==> config.mk <==
export PLATFORM = sky130hd
export DESIGN_NAME = feature_map_serializer_flat
export DESIGN_NICKNAME = d
export VERILOG_FILES = /design/src/rtl/feature_map_serializer_if.sv /design/src/rtl/feature_map_serializer.sv /design/src/flat_wrapper.sv
export SDC_FILE = /design/constraint.sdc
export NUM_CORES = 1
export LEC_CHECK = 0
export ABC_AREA = 1
export CORE_MARGIN = 4
export CORE_UTILIZATION = 41
export CTS_CLUSTER_SIZE = 28
export DETAILED_ROUTE_END_ITERATION = 7
export SLEW_MARGIN = 20
export SYNTH_ARGS = -nofsm -noshare
export SYNTH_HDL_FRONTEND = slang
export SYNTH_SLANG_ARGS = --single-unit
==> constraint.sdc <==
create_clock -name i_clk -period 3.9 [get_ports i_clk]
set_input_delay 0.78 -clock i_clk [delete_from_list [all_inputs] [get_ports i_clk]]
set_output_delay 0.78 -clock i_clk [all_outputs]
set_load 0.02 [all_outputs]
Figure 1. Floorplan with the power grid (run 1).
Bar = 50 um. Pins as bars on the die edge. Tap cells in gray.
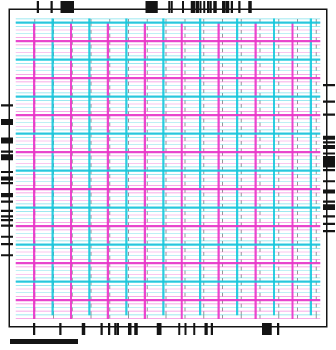
color	net
magenta	VSS
cyan	VDD
met5 straps	16
tap cells	664
signal pins	123
met1 rails	82
rows	81
die width: 232 um
Die Y: 232 um

Figure 2. Cells colored by class (run 1).
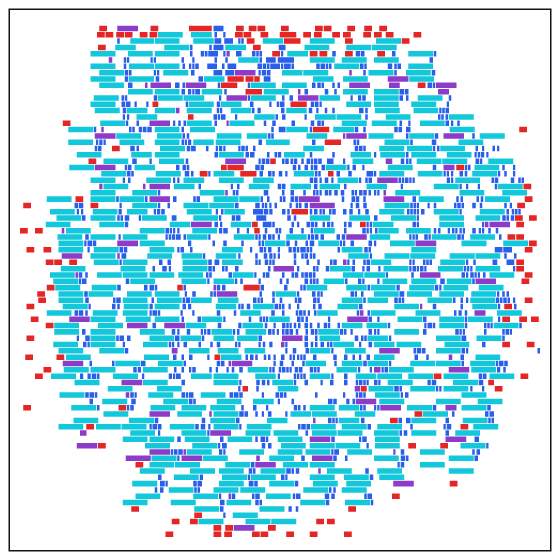
color	class	cells
red	other buffers and delay cells	148
blue	combinational and other logic	1,210
cyan	flops	510
purple	clock drivers and dummy loads	97
area of the core: 0.0494 sq mm
post-route core utilization: 0.490
Finished Cell Area: 0.0242 sq mm

Figure 3. Routed clock nets over the placement (run 1).
Bar = 50 um.
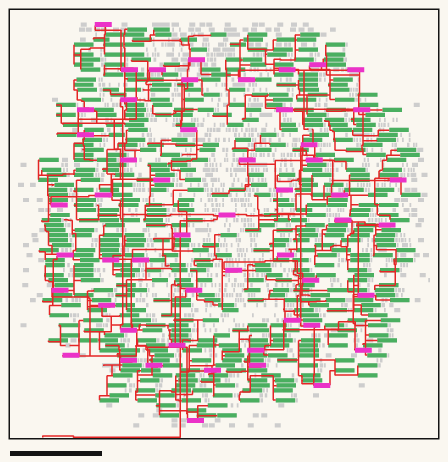
[magenta] clock drivers | count: 52
[green] flip-flops | count: 510
[red] clock wires | length: 5,830 um
flops lie	widely spread
clock network power share: 0.243
Insertion Delay late pin: 0.59 ns
Setup Skew: 0.00977 ns
Clk power: 4.74 mW

==> impl_metrics.toml, run 1 <==
# generated from flow reports
[place]
place_ws_ns = 0.765
gp_congestion = 0.870
port-buffer-count = 121
dp_hpwl_um = 30200
placed_area_sq_mm = 0.0225
dp_cells = 2531

[detailed_routing]
avgRoutedWirePerCell_um = 18.7
wl_met3_um = 2390
drtIter0Drc = 1212
via_per_inst = 5.07
drc = 0
vias = 13300
drt_wl_total_um = 49100
maxUsedRoutingLayer = "met4"

[logic_synthesis]
ys_warn_count = 0
flop_cell = "edfxtp_1"
aoi_share = 0.0922
synth_async_sr_flop_share = 0.247
largest_area_cell = "edfxtp_1"
ys_seq_elements = 510
ys_cells = 1829
simple_gate_area_frac = 0.129
yosys.area_share.adder = 0.00582
syn-cell-area_sq_mm = 0.0206
fp_nets = 1938
synth-edff-count = 384
netlist_instances = 1829
topCellsByArea = "edfxtp_1, dfrtp_1, nand2_1"
synth_area_per_cell_sq_um = 11.3

[power]
ir_drop_uv = 663
power_mw = 19.6
pg_seq_mw = 7.84
combPwrFrac = 0.356
static-leakage-power_nw = 9.20
power.switching_mw = 7.37
top_power_group = "registers"
p_int_mw = 12.2
power_combinational_mw = 6.97
powerDensity_mw_per_mm2 = 809

[critical_path]
worst-path-buf-inv = 3
crit_cells = 9
path_delay_family = "buffers and inverters"
critPathArrivalTime_ns = 3.51
startpoint_type = "flip-flop"
cpMaxStageDelayCell = "ha_1"
critPathMaxFanout = 48
cp_common_cell = "nand3_1"
slowest_delay_ns = 0.49
crit_chain = "clkinv_1 > ha_1 > buf_4 > inv_2 > nand3_1 > nor2_1 > nor2_4 > nand3_1 > a21oi_1"
required_ns = 4.40
reg2regPathDepth = 9

[grt]
first_global_vias = 12700
grt_use_met1 = 0.262
track_usage = 0.180
antenna_found_initial = 1
overflow = 0
use_met3 = 0.0278
gr-max-usage-layer = "met2"
grt_pass1_wl_um = 75400
gr-usage-met2 = 0.280
grt_max_degree = 127

[final_timing]
fin_setup_tns_ns = 0
period_used_share = 0.772
drv_slew = 0
whs_ns = 0.212
relSlewSlack = 0.312
worstMarginPinSlew_ns = 1.03
rsz0062_at_grt = "false"
fin_ws_ns = 0.890
fmax_ghz = 0.332
post-route-min-period_ns = 3.01

[clock_tree]
cts_buffer_depth = 3
htree_levels = 2
cts_resized = 0
cts_tree = "built"
cts_setup_buffers = 0
root_buffer = "clkbuf_16"
cts_hold_buf = 0
cts_made_buffers = 52
clkTransAtPathRegs_ns = 0.06

[final_layout]
nFillCells = 4402
final_cell_mix = "edfxtp_1, nand2_1, nor2_1"
largest_reg_flops = 384
final_cell_count_no_fill = 2630
register_area_sq_mm = 0.0147
drive_above_1_share = 0.0682
layout_top_cell = "edfxtp_1"
fin_nets = 2031
mi_logic_area_sq_mm = 0.00475

[flow_run]
tool_warnings = 34
cap_viol_max_count = 0

[floorplanning]
num_io_pins = 123

[outcome]
run_status = "completed"
-- run 1: cell type report --
cell class	instances	area share
clock buffer	74	0.0602
timing repair buffer	148	0.0655
inverter	178	0.0280
clock inverter	23	0.00725
tap	664	0.0344
antenna	1	0.000104
multi-input combinational	1032	0.197
sequential	510	0.608
-- run 1: synthesized netlist by cell type (2+ instances only) --
cell type	number
inv_2	13
o21ai_1	40
a31oi_1	17
conb_1	2
edfxtp_1	384
clkbuf_1	38
nand2_2	4
o21ai_0	218
a21oi_2	2
nand3_2	2
buf_4	12
buf_2	52
ha_1	8
dfrtp_1	126
o22ai_1	65
xor2_1	3
buf_6	5
a21oi_1	13
buf_1	2
inv_1	163
nor2_1	236
nand2_1	304
nand3_1	111
Figure 4. Clock nets (run 1).
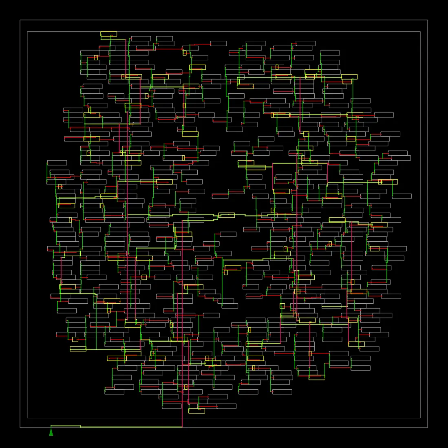

## Run 2: what changed since run 1
==> constraint.sdc (replaced) <==
create_clock -name i_clk -period 3.1 [get_ports i_clk]
set_input_delay 0.62 -clock i_clk [delete_from_list [all_inputs] [get_ports i_clk]]
set_output_delay 0.62 -clock i_clk [all_outputs]
set_load 0.02 [all_outputs]
Figure 5. Clock nets (run 2).
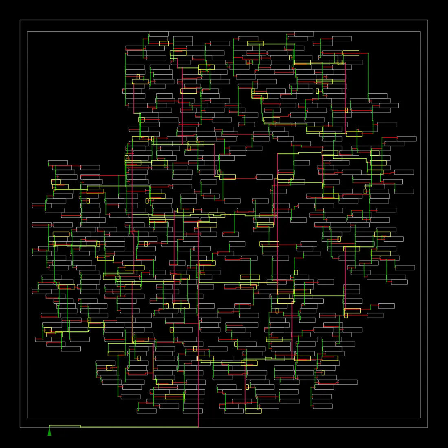
Setup Skew: 0.0246 ns
CLK BUF: 71

Figure 6. Routed clock nets over the placement (run 2).
Bar = 50 um.
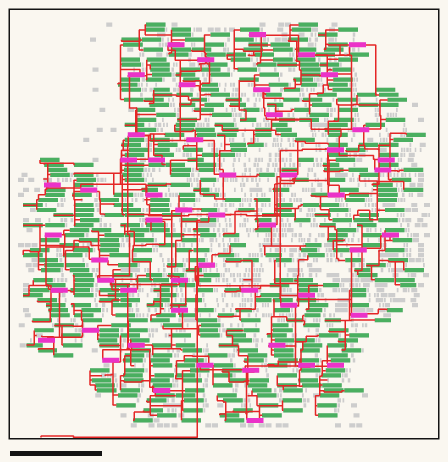
[green] flip-flops | count: 510
[red] clock wires | length: 6,040 um
[magenta] clock drivers | count: 53
flops lie	widely spread
routed clock nets	54
clock network power share: 0.256
Clk power: 6.41 mW

==> run 2 against run 1 <==
Die area did not move; area after synthesis unchanged; via count rose by 0.67%; cell count decreased by 0.15%; non-clock buffer count decreased by 5; count of clock-buffer cells in the layout shrank 3; worst setup slack lost 0.34 ns; clock power up 35%; utilization grew 0.25 points; flip-flop count unchanged; maximum frequency is 18% higher; largest power group unchanged.
==> impl_metrics.toml, run 2 <==
# generated from flow reports
[place]
dp_cells = 2527
gp_congestion = 0.810
dp_hpwl_um = 29200
place_ws_ns = 0.401
placed_area_sq_mm = 0.0225

[detailed_routing]
maxUsedRoutingLayer = "met5"
wl_met3_um = 2720
drc = 0
drtIter0Drc = 1070
via_per_inst = 5.11

[outcome]
run_status = "completed"

[final_layout]
fin_nets = 2027
diodes = 0
layout_top_cell = "edfxtp_1"
final_util = 0.492
drive_above_1_share = 0.0673
largest_reg_flops = 384
final_cell_count_no_fill = 2626
final_cell_mix = "edfxtp_1, nand2_1, nor2_1"

[final_timing]
fmax_ghz = 0.393
fin_setup_tns_ns = 0
fin_ws_ns = 0.554
worstMarginPinSlew_ns = 0.873
period_used_share = 0.821
post-route-min-period_ns = 2.55

[grt]
grt_pass1_wl_um = 75800
grt_max_degree = 208
overflow = 0
grt_use_met1 = 0.271
gr-max-usage-layer = "met2"
gr-usage-met2 = 0.276
track_usage = 0.181
antenna_found_initial = 1

[logic_synthesis]
ys_seq_elements = 510
ys_cells = 1829
topCellsByArea = "edfxtp_1, dfrtp_1, nand2_1"
synth-edff-count = 384
flop_cell = "edfxtp_1"
ys_warn_count = 0
syn-cell-area_sq_mm = 0.0206
synth_area_per_cell_sq_um = 11.3
fp_nets = 1938
synth_async_sr_flop_share = 0.247
aoi_share = 0.0922

[critical_path]
critPathArrivalTime_ns = 3.01
critPathMaxFanout = 48
reg2regPathDepth = 9
startpoint_type = "flip-flop"

[clock_tree]
clkLatencyLatePin_ns = 0.59
cts_hold_buf = 0
cts_tree = "built"
cts_buffer_depth = 3
cts_setup_buffers = 0
clkTransAtPathRegs_ns = 0.06
root_buffer = "clkbuf_16"

[power]
ir_drop_uv = 691
powerDensity_mw_per_mm2 = 1030
static-leakage-power_nw = 9.25

[floorplanning]
die_h_um = 232
num_io_pins = 123

[flow_run]
cap_viol_max_count = 0
Figure 7. Metal layers overlaid (run 2).
Bar = 50 um. Two of the layers only.
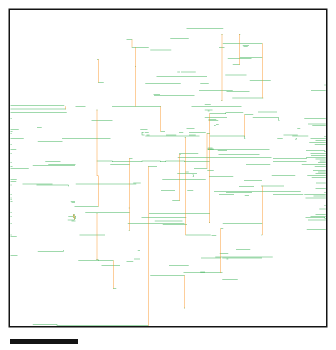
color	layer	wire length
green	metal 3	2,720 um
orange	metal 4	818 um
DR vias: 13.4k
WL per Instance: 18.8 um
WL final: 49,400 um

[run 2: cell counts after synthesis]
Identical to the previous run, type by type.
[run 2: final cells by class]
class,count,area [sq um]
clock inverters,28,297
well taps,664,831
inverters,178,676
flip-flops and latches,510,14700
fillers,4420,25100
multi-input cells,1032,4750
repair buffers,143,1580
clock buffers,71,1470
[run 2: critical path: stages (launching register included)]
cell and delay, ns:
dfrtp_1 0.51, clkinv_1 0.10, buf_4 0.21, ha_1 0.34, inv_2 0.56, nand3_1 0.14, nor2_1 0.20, nor2_4 0.11
nand3_1 0.16, a21oi_1 0.08
[run 2: power by group]
| part | switching [mW] | internal (mW) | total, mW |
|---|---|---|---|
| logic | 6.12 | 2.62 | 8.73 |
| registers | 0.613 | 9.28 | 9.89 |
| clock network | 2.59 | 3.82 | 6.41 |
Power is estimated from default activity; no workload was simulated.
